Run 1, cell placement:
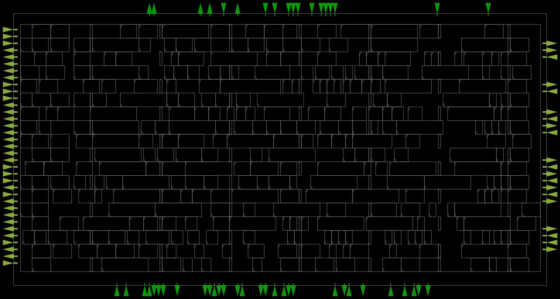
Run 1, wiring heat map:
Scale: 4 px per um. 21 x 11 tiles, from dark purple (low) to yellow (high), scaled to the fullest tile. Values are wire area over tile area, all layers added.
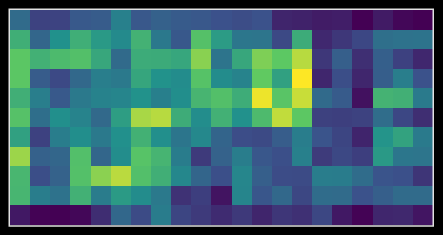
Run 1, cell sizes after repair:
Scale: 3 px per um.
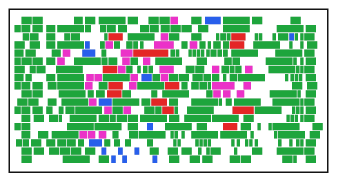
## src/rtl/fp_accumulate_sequencer.sv

```systemverilog
// FP16 accumulate sequencer: streams N operands through an external adder.
// Optional FP_ACC_NAN_ABORT_EN: a NaN partial sum drains the remaining operands.
module fp_accumulate_sequencer #(
    parameter int          COUNT_W  = 8,
    parameter logic [15:0] ACC_INIT = 16'h0000
) (
    input  logic               clk,
    input  logic               rst_n,
    input  logic               start,
    input  logic [COUNT_W-1:0] count,
    input  logic               in_valid,
    output logic               in_ready,
    input  logic [15:0]        in_data,
    input  logic               in_sub,
    output logic [15:0]        adder_x,
    output logic [15:0]        adder_y,
    output logic               adder_sub,
    input  logic [15:0]        adder_r,
    input  logic               adder_ovf,
    output logic               out_valid,
    input  logic               out_ready,
    output logic [15:0]        out_result,
    output logic [3:0]         out_flags,
    output logic               busy
);

    typedef enum logic [2:0] {
        S_IDLE  = 3'd0,
        S_FETCH = 3'd1,
        S_ADD   = 3'd2,
        S_DONE  = 3'd3,
        S_DRAIN = 3'd4
    } state_t;

    state_t             r_state;
    state_t             w_next;
    logic [15:0]        r_acc;
    logic [15:0]        r_op;
    logic               r_sub;
    logic [COUNT_W-1:0] r_rem;
    logic               r_nan;
    logic               r_inf;
    logic               r_ovf;

    logic               w_hs;
    logic               w_r_exp_max;
    logic               w_r_nan;
    logic               w_r_inf;
    logic               w_rem_zero;
    logic [15:0]        w_result;

    assign w_r_exp_max = (adder_r[14:10] == 5'h1F);
    assign w_r_nan     = w_r_exp_max && (adder_r[9:0] != 10'd0);
    assign w_r_inf     = w_r_exp_max && (adder_r[9:0] == 10'd0);
    assign w_rem_zero  = (r_rem == '0);
    assign w_hs        = in_valid && in_ready;

    always_comb begin
        w_next   = r_state;
        in_ready = 1'b0;
        unique case (r_state)
            S_IDLE: begin
                if (start)
                    w_next = (count != '0) ? S_FETCH : S_DONE;
            end
            S_FETCH: begin
                in_ready = 1'b1;
                if (in_valid)
                    w_next = S_ADD;
            end
            S_ADD: begin
`ifdef FP_ACC_NAN_ABORT_EN
                if (w_r_nan && !w_rem_zero)
                    w_next = S_DRAIN;
                else
`endif
                w_next = w_rem_zero ? S_DONE : S_FETCH;
            end
            S_DONE: begin
                if (out_ready)
                    w_next = S_IDLE;
            end
`ifdef FP_ACC_NAN_ABORT_EN
            S_DRAIN: begin
                in_ready = 1'b1;
                if (in_valid && (r_rem == COUNT_W'(1)))
                    w_next = S_DONE;
            end
`endif
            default: w_next = S_IDLE;
        endcase
    end

    always_ff @(posedge clk or negedge rst_n) begin
        if (!rst_n) begin
            r_state <= S_IDLE;
            r_acc   <= ACC_INIT;
            r_op    <= 16'h0000;
            r_sub   <= 1'b0;
            r_rem   <= '0;
            r_nan   <= 1'b0;
            r_inf   <= 1'b0;
            r_ovf   <= 1'b0;
        end else begin
            r_state <= w_next;
            if (r_state == S_IDLE && start) begin
                r_acc <= ACC_INIT;
                r_rem <= count;
                r_nan <= 1'b0;
                r_inf <= 1'b0;
                r_ovf <= 1'b0;
            end
            if (r_state == S_FETCH && w_hs) begin
                r_op  <= in_data;
                r_sub <= in_sub;
                r_rem <= r_rem - COUNT_W'(1);
            end
            if (r_state == S_ADD) begin
                r_acc <= adder_r;
                r_ovf <= r_ovf | adder_ovf;
                r_nan <= r_nan | w_r_nan;
                r_inf <= r_inf | w_r_inf;
            end
`ifdef FP_ACC_NAN_ABORT_EN
            // Drained operands only count down; the adder is never used.
            if (r_state == S_DRAIN && w_hs)
                r_rem <= r_rem - COUNT_W'(1);
`endif
        end
    end

`ifdef FP_ACC_NAN_ABORT_EN
    assign w_result = r_nan ? 16'h7FFF : r_acc;
`else
    assign w_result = r_acc;
`endif

    assign adder_x    = r_acc;
    assign adder_y    = r_op;
    assign adder_sub  = r_sub;
    assign out_valid  = (r_state == S_DONE);
    assign out_result = out_valid ? w_result : 16'h0000;
    assign out_flags  = out_valid ?
                        {r_nan, r_inf, r_ovf, (r_acc[14:0] == 15'd0)} : 4'h0;
    assign busy       = (r_state != S_IDLE);

endmodule
```

## config.mk

```make
export PLATFORM = sky130hd
export DESIGN_NAME = fp_accumulate_sequencer
export DESIGN_NICKNAME = d
export VERILOG_FILES = /design/src/rtl/fp_accumulate_sequencer.sv
export SDC_FILE = /design/constraint.sdc
export NUM_CORES = 1
export LEC_CHECK = 0
export CORE_ASPECT_RATIO = 0.5
export CORE_UTILIZATION = 40
export CTS_CLUSTER_SIZE = 28
export DETAILED_ROUTE_END_ITERATION = 16
export PLACE_DENSITY_LB_ADDON = 0.08
export REMOVE_ABC_BUFFERS = 1
export SLEW_MARGIN = 10
export SYNTH_ARGS = -nofsm -noshare
export SYNTH_HDL_FRONTEND = slang
export SYNTH_SLANG_ARGS = --single-unit
```

## constraint.sdc

```tcl
create_clock -name clk -period 1.65 [get_ports clk]
set_input_delay 0.165 -clock clk [delete_from_list [all_inputs] [get_ports clk]]
set_output_delay 0.165 -clock clk [all_outputs]
set_load 0.01 [all_outputs]
```

==> results_tabular.tex, run 1 <==
% Yosys + OpenROAD metrics
\begin{tabular}{lr}
\hline
Metric & Value \\
\hline
\multicolumn{2}{l}{\textbf{Layout}} \\
\quad Number of nets in the final layout & a little under 400 \\
\quad Commonest Layout Cell & sky130\_fd\_sc\_hd\_\_clkdlybuf4s50\_1 \\
\quad Share of layout cells above drive strength 1 & 0.1633 \\
\quad Cell area after layout & around 3600 sq um \\
\quad Commonest cells after routing, fill and taps aside & 78 x sky130\_fd\_sc\_hd\_\_clkdlybuf4s50\_1, 55 x sky130\_fd\_sc\_hd\_\_nand2\_1, 46 x sky130\_fd\_sc\_hd\_\_dfrtp\_1 \\
\multicolumn{2}{l}{\textbf{CTS}} \\
\quad Number of setup buffers added after CTS & 1 \\
\quad Number of hold buffers added after cts & 1 \\
\quad Register clock-pin slew on the reported worst setup and hold paths & about 0.090 ns \\
\quad Clock tree from TritonCTS & done \\
\multicolumn{2}{l}{\textbf{Die}} \\
\quad DIE HEIGHT & 53.82 um \\
\quad Die outline area & 5686 sq um \\
\quad X dimension of the die & between 100 and 150 um \\
\multicolumn{2}{l}{\textbf{STA}} \\
\quad Total setup violations reported at the end of the flow & 1 \\
\quad Actual slew at the worst max-slew pin & 0.5380 ns \\
\quad Final Critical Period & approximately 1.7 ns \\
\quad Cycle use final & 1.011 \\
\quad Setup slack of the critical path after layout & -0.01870 ns \\
\multicolumn{2}{l}{\textbf{GRT}} \\
\quad Global routing usage on met2 & 0.3987 \\
\quad Largest net degree at the start of global routing & 30 \\
\quad GR peak layer & met2 \\
\quad Global-route met1 utilization & 0.2908 \\
\quad Met3 Use GR & 0.06174 \\
\multicolumn{2}{l}{\textbf{Run status}} \\
\quad Violated checks & negative setup slack \\
\quad Run status & complete, but fails checks \\
\multicolumn{2}{l}{\textbf{Synth}} \\
\quad Yosys stat chip area & 2148 sq um \\
\quad Cell type with the largest total area after synthesis & sky130\_fd\_sc\_hd\_\_dfrtp\_1 \\
\quad Post-synthesis sequential area ratio & 0.5358 \\
\quad Flops after synth & around 46 \\
\quad Multiplexer share of the synthesized area & 0.004659 \\
\quad Post-synth tally of flip-flops with integrated enable & 0 \\
\quad Top area contributor share & 0.5358 \\
\quad Syn Inst Count & 222 \\
\quad Synthesis warning total & 0 \\
\quad Ys async rst share & 1.000 \\
\quad Leading register cell type out of synthesis & sky130\_fd\_sc\_hd\_\_dfrtp\_1 \\
\quad Complex Gates by Area & 0.1328 \\
\multicolumn{2}{l}{\textbf{Drt}} \\
\quad Iteration-0 DRC count of the detailed router & 71 \\
\quad Router iterations before antenna repair & 6 \\
\quad DRC violations left & 0 \\
\multicolumn{2}{l}{\textbf{Critical path}} \\
\quad Maximum cell stage delay along the critical path & about 0.4 ns \\
\quad Library cell contributing the largest single delay on the critical path & sky130\_fd\_sc\_hd\_\_dfrtp\_1 \\
\quad Type of element capturing the critical path & output port \\
\quad Crit path required time & 1.48 ns \\
\quad Timing endpoint of the critical path & out\_flags[0] \\
\quad Instance count on the critical path & 4 \\
\quad Worst-path cell chain & nor4\_2, nand4\_1, nor4\_1, buf\_2 \\
\quad Critical path startpoint category & flop \\
\multicolumn{2}{l}{\textbf{Placed design}} \\
\quad Setup Slack @ Placement & -0.1744 ns \\
\quad HPWL reported at the end of detailed placement & roughly 4500 um \\
\multicolumn{2}{l}{\textbf{Job}} \\
\quad Stage-log warning count & 27 \\
\hline
\end{tabular}
-- 'cell placement' (at the start) --
count of non-filler cells in the finished layout: 419
core occupancy in the finished layout: 0.7096
placeable core region: 5045 sq um
count of inserted tapcells: 70
num rows: 18

-- 'wiring heat map' (at the start) --
nearly empty tiles: 3.0%
mean over tiles: 0.17
fullest tile: 0.44
GR Util All Layers: 0.2304
total wire length after detailed routing: 6169 um
Wirelength per Cell: 14.72 um
Vias: 2173

-- 'cell sizes after repair' (at the start) --
| size | color | cells | share |
|---|---|---|---|
| _0 and _1 cells | green | 292 | 84% |
| _3 and _4 cells | magenta | 31 | 8.9% |
| _6 and larger | red | 12 | 3.4% |
| _2 cells | blue | 14 | 4.0% |

==> run 1: worst reg2reg max path, delay by kind of cell (launching register included) <==
| family | cells | cell delay [ns] |
|---|---|---|
| compound gates | 1 | 0.22 |
| fa+ha+maj | 1 | 0.20 |
| buf+inv | 1 | 0.10 |
| flops | 1 | 0.39 |
| simple gates | 2 | 0.61 |
==> run 1: area by class of cell <==
type	instances	area share
Inverter	4	0.004194
Multi-Input combinational cell	157	0.2691
Sequential cell	46	0.3216
Timing Repair Buffer	134	0.3499
Clock buffer	8	0.03076
Tap cell	70	0.02447
==> run 1: where the power goes <==
part,switching [W],total [W],internal (W),leakage [nW]
clock,0.000377,0.000801,0.000423,0.0575
sequential,0.000366,0.00198,0.00162,0.574
combinational,0.00145,0.00326,0.00180,1.11
total,0.00220,0.00604,0.00384,1.75
## Run 2: what changed since run 1
--- a/config.mk
+++ b/config.mk
@@ -5,6 +5,7 @@
 export SDC_FILE = /design/constraint.sdc
 export NUM_CORES = 1
 export LEC_CHECK = 0
+export ABC_CLOCK_PERIOD_IN_PS = 1650
 export CORE_ASPECT_RATIO = 0.5
 export CORE_UTILIZATION = 40
 export CTS_CLUSTER_SIZE = 28
Run 2, PDN straps and rails:
Scale: 6 px per um. Pins as bars on the die edge.
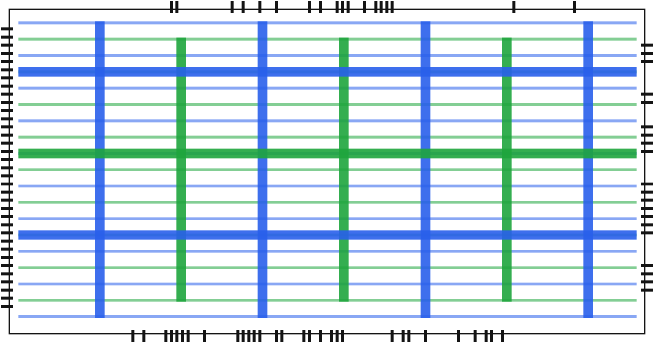
| net | color |
|---|---|
| VDD | green |
| VSS | blue |
met1 rails: 19
met5 straps: 3

==> run 2 against run 1 <==
The flow still finishes with violations (negative setup slack). Setup slack unchanged. Wire length unchanged. Non-clock buffer count stayed put. Sequential cell count is the same. Cell area unchanged.
==> results_tabular.tex, run 2 <==
% Yosys + OpenROAD metrics
\begin{tabular}{lr}
\hline
Metric & Value \\
\hline
\multicolumn{2}{l}{\textbf{Run status}} \\
\quad Run status & complete, but fails checks (unchanged) \\
\quad Violated checks & negative setup slack (unchanged) \\
\multicolumn{2}{l}{\textbf{Layout}} \\
\quad Multi-In Gates & 157 (unchanged) \\
\quad Commonest cells after routing, fill and taps aside & 78 x sky130\_fd\_sc\_hd\_\_clkdlybuf4s50\_1, 55 x sky130\_fd\_sc\_hd\_\_nand2\_1, 46 x sky130\_fd\_sc\_hd\_\_dfrtp\_1 (unchanged) \\
\quad Nonclk buf count & 134 (unchanged) \\
\quad Area-dominant class & non-clock buffers (unchanged) \\
\quad Count of clock-net buffers in the final layout & 8 (unchanged) \\
\quad Core occupancy in the finished layout & 0.7096 (unchanged) \\
\quad Count of non-filler cells in the finished layout & 419 (unchanged) \\
\quad Number of nets in the final layout & 396 (unchanged) \\
\quad Share of layout cells above drive strength 1 & 0.1633 (unchanged) \\
\quad Commonest Layout Cell & sky130\_fd\_sc\_hd\_\_clkdlybuf4s50\_1 (unchanged) \\
\quad Non-Clock Buffer Area Fraction & 0.3499 (unchanged) \\
\quad Inverter tally of the final layout excluding the clock network & 4 (unchanged) \\
\quad Comb/total area & 0.2691 (unchanged) \\
\multicolumn{2}{l}{\textbf{Drt}} \\
\quad Iteration-0 DRC count of the detailed router & 71 (unchanged) \\
\quad Wirelength per Cell & 14.72 um (unchanged) \\
\quad DRC violations left & 0 (unchanged) \\
\quad Vias & 2173 (unchanged) \\
\multicolumn{2}{l}{\textbf{STA}} \\
\quad Cycle use final & 1.011 (unchanged) \\
\quad Actual slew at the worst max-slew pin & 0.5380 ns (unchanged) \\
\quad Total setup violations reported at the end of the flow & 1 (unchanged) \\
\quad Setup slack of the critical path after layout & -0.01870 ns (unchanged) \\
\quad Final Critical Period & 1.669 ns (unchanged) \\
\multicolumn{2}{l}{\textbf{Synth}} \\
\quad Multiplexer share of the synthesized area & 0.004659 (unchanged) \\
\quad Leading register cell type out of synthesis & sky130\_fd\_sc\_hd\_\_dfrtp\_1 (unchanged) \\
\quad Post-synthesis sequential area ratio & 0.5358 (unchanged) \\
\quad Cell type with the largest total area after synthesis & sky130\_fd\_sc\_hd\_\_dfrtp\_1 (unchanged) \\
\quad Ys async rst share & 1.000 (unchanged) \\
\quad Complex Gates by Area & 0.1328 (unchanged) \\
\quad Top area contributor share & 0.5358 (unchanged) \\
\quad Flops after synth & 46 (unchanged) \\
\quad Post-synth tally of flip-flops with integrated enable & 0 (unchanged) \\
\multicolumn{2}{l}{\textbf{Critical path}} \\
\quad Worst-path cell chain & nor4\_2, nand4\_1, nor4\_1, buf\_2 (unchanged) \\
\quad Maximum cell stage delay along the critical path & 0.40 ns (about the same) \\
\quad Type of element capturing the critical path & output port (unchanged) \\
\multicolumn{2}{l}{\textbf{Job}} \\
\quad Stage-log warning count & 27 (unchanged) \\
\multicolumn{2}{l}{\textbf{GRT}} \\
\quad Global routing usage on met2 & 0.3987 (unchanged) \\
\quad GR Util All Layers & 0.2304 (unchanged) \\
\multicolumn{2}{l}{\textbf{CTS}} \\
\quad Register clock-pin slew on the reported worst setup and hold paths & 0.09 ns (about the same) \\
\multicolumn{2}{l}{\textbf{Die}} \\
\quad Count of inserted tapcells & 70 (unchanged) \\
\multicolumn{2}{l}{\textbf{Placed design}} \\
\quad Setup Slack @ Placement & -0.1744 ns (unchanged) \\
\hline
\end{tabular}
Run 2, cell placement:
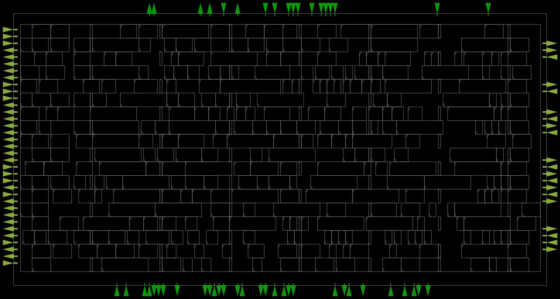
flop count: 46
fraction of area in registers: 0.3216
FILL cells: 408

run 2: worst max path at each step:
stage | slack (ns) | depth (start not counted) | to
after floorplan | -0.32 | 3 | r_rem[6]$_DFFE_PN0P_
after global placement | -0.14 | 4 | out_flags[0]
after detailed placement | -0.17 | 4 | out_flags[0]
after CTS | -0.03 | 4 | out_flags[0]
after global routing | -0.1 | 4 | out_flags[0]
final | -0.02 | 4 | out_flags[0]
run 2: report_power, final:
part | internal, W | total (W) | switching (W)
logic | 0.00180 | 0.00326 | 0.00145
registers | 0.00162 | 0.00198 | 0.000366
clock network | 0.000423 | 0.000801 | 0.000377
run 2: timing repair:
item                       in CTS  in global routing
hold endpoints to repair       17                  0
gates cloned                    1                  0
pin swaps                       0                  2
gates resized                  40                 12
hold buffers                    1                  0
setup buffers                   1                  0
setup endpoints to repair      22                 15
Power and IR drop assume default switching activity.
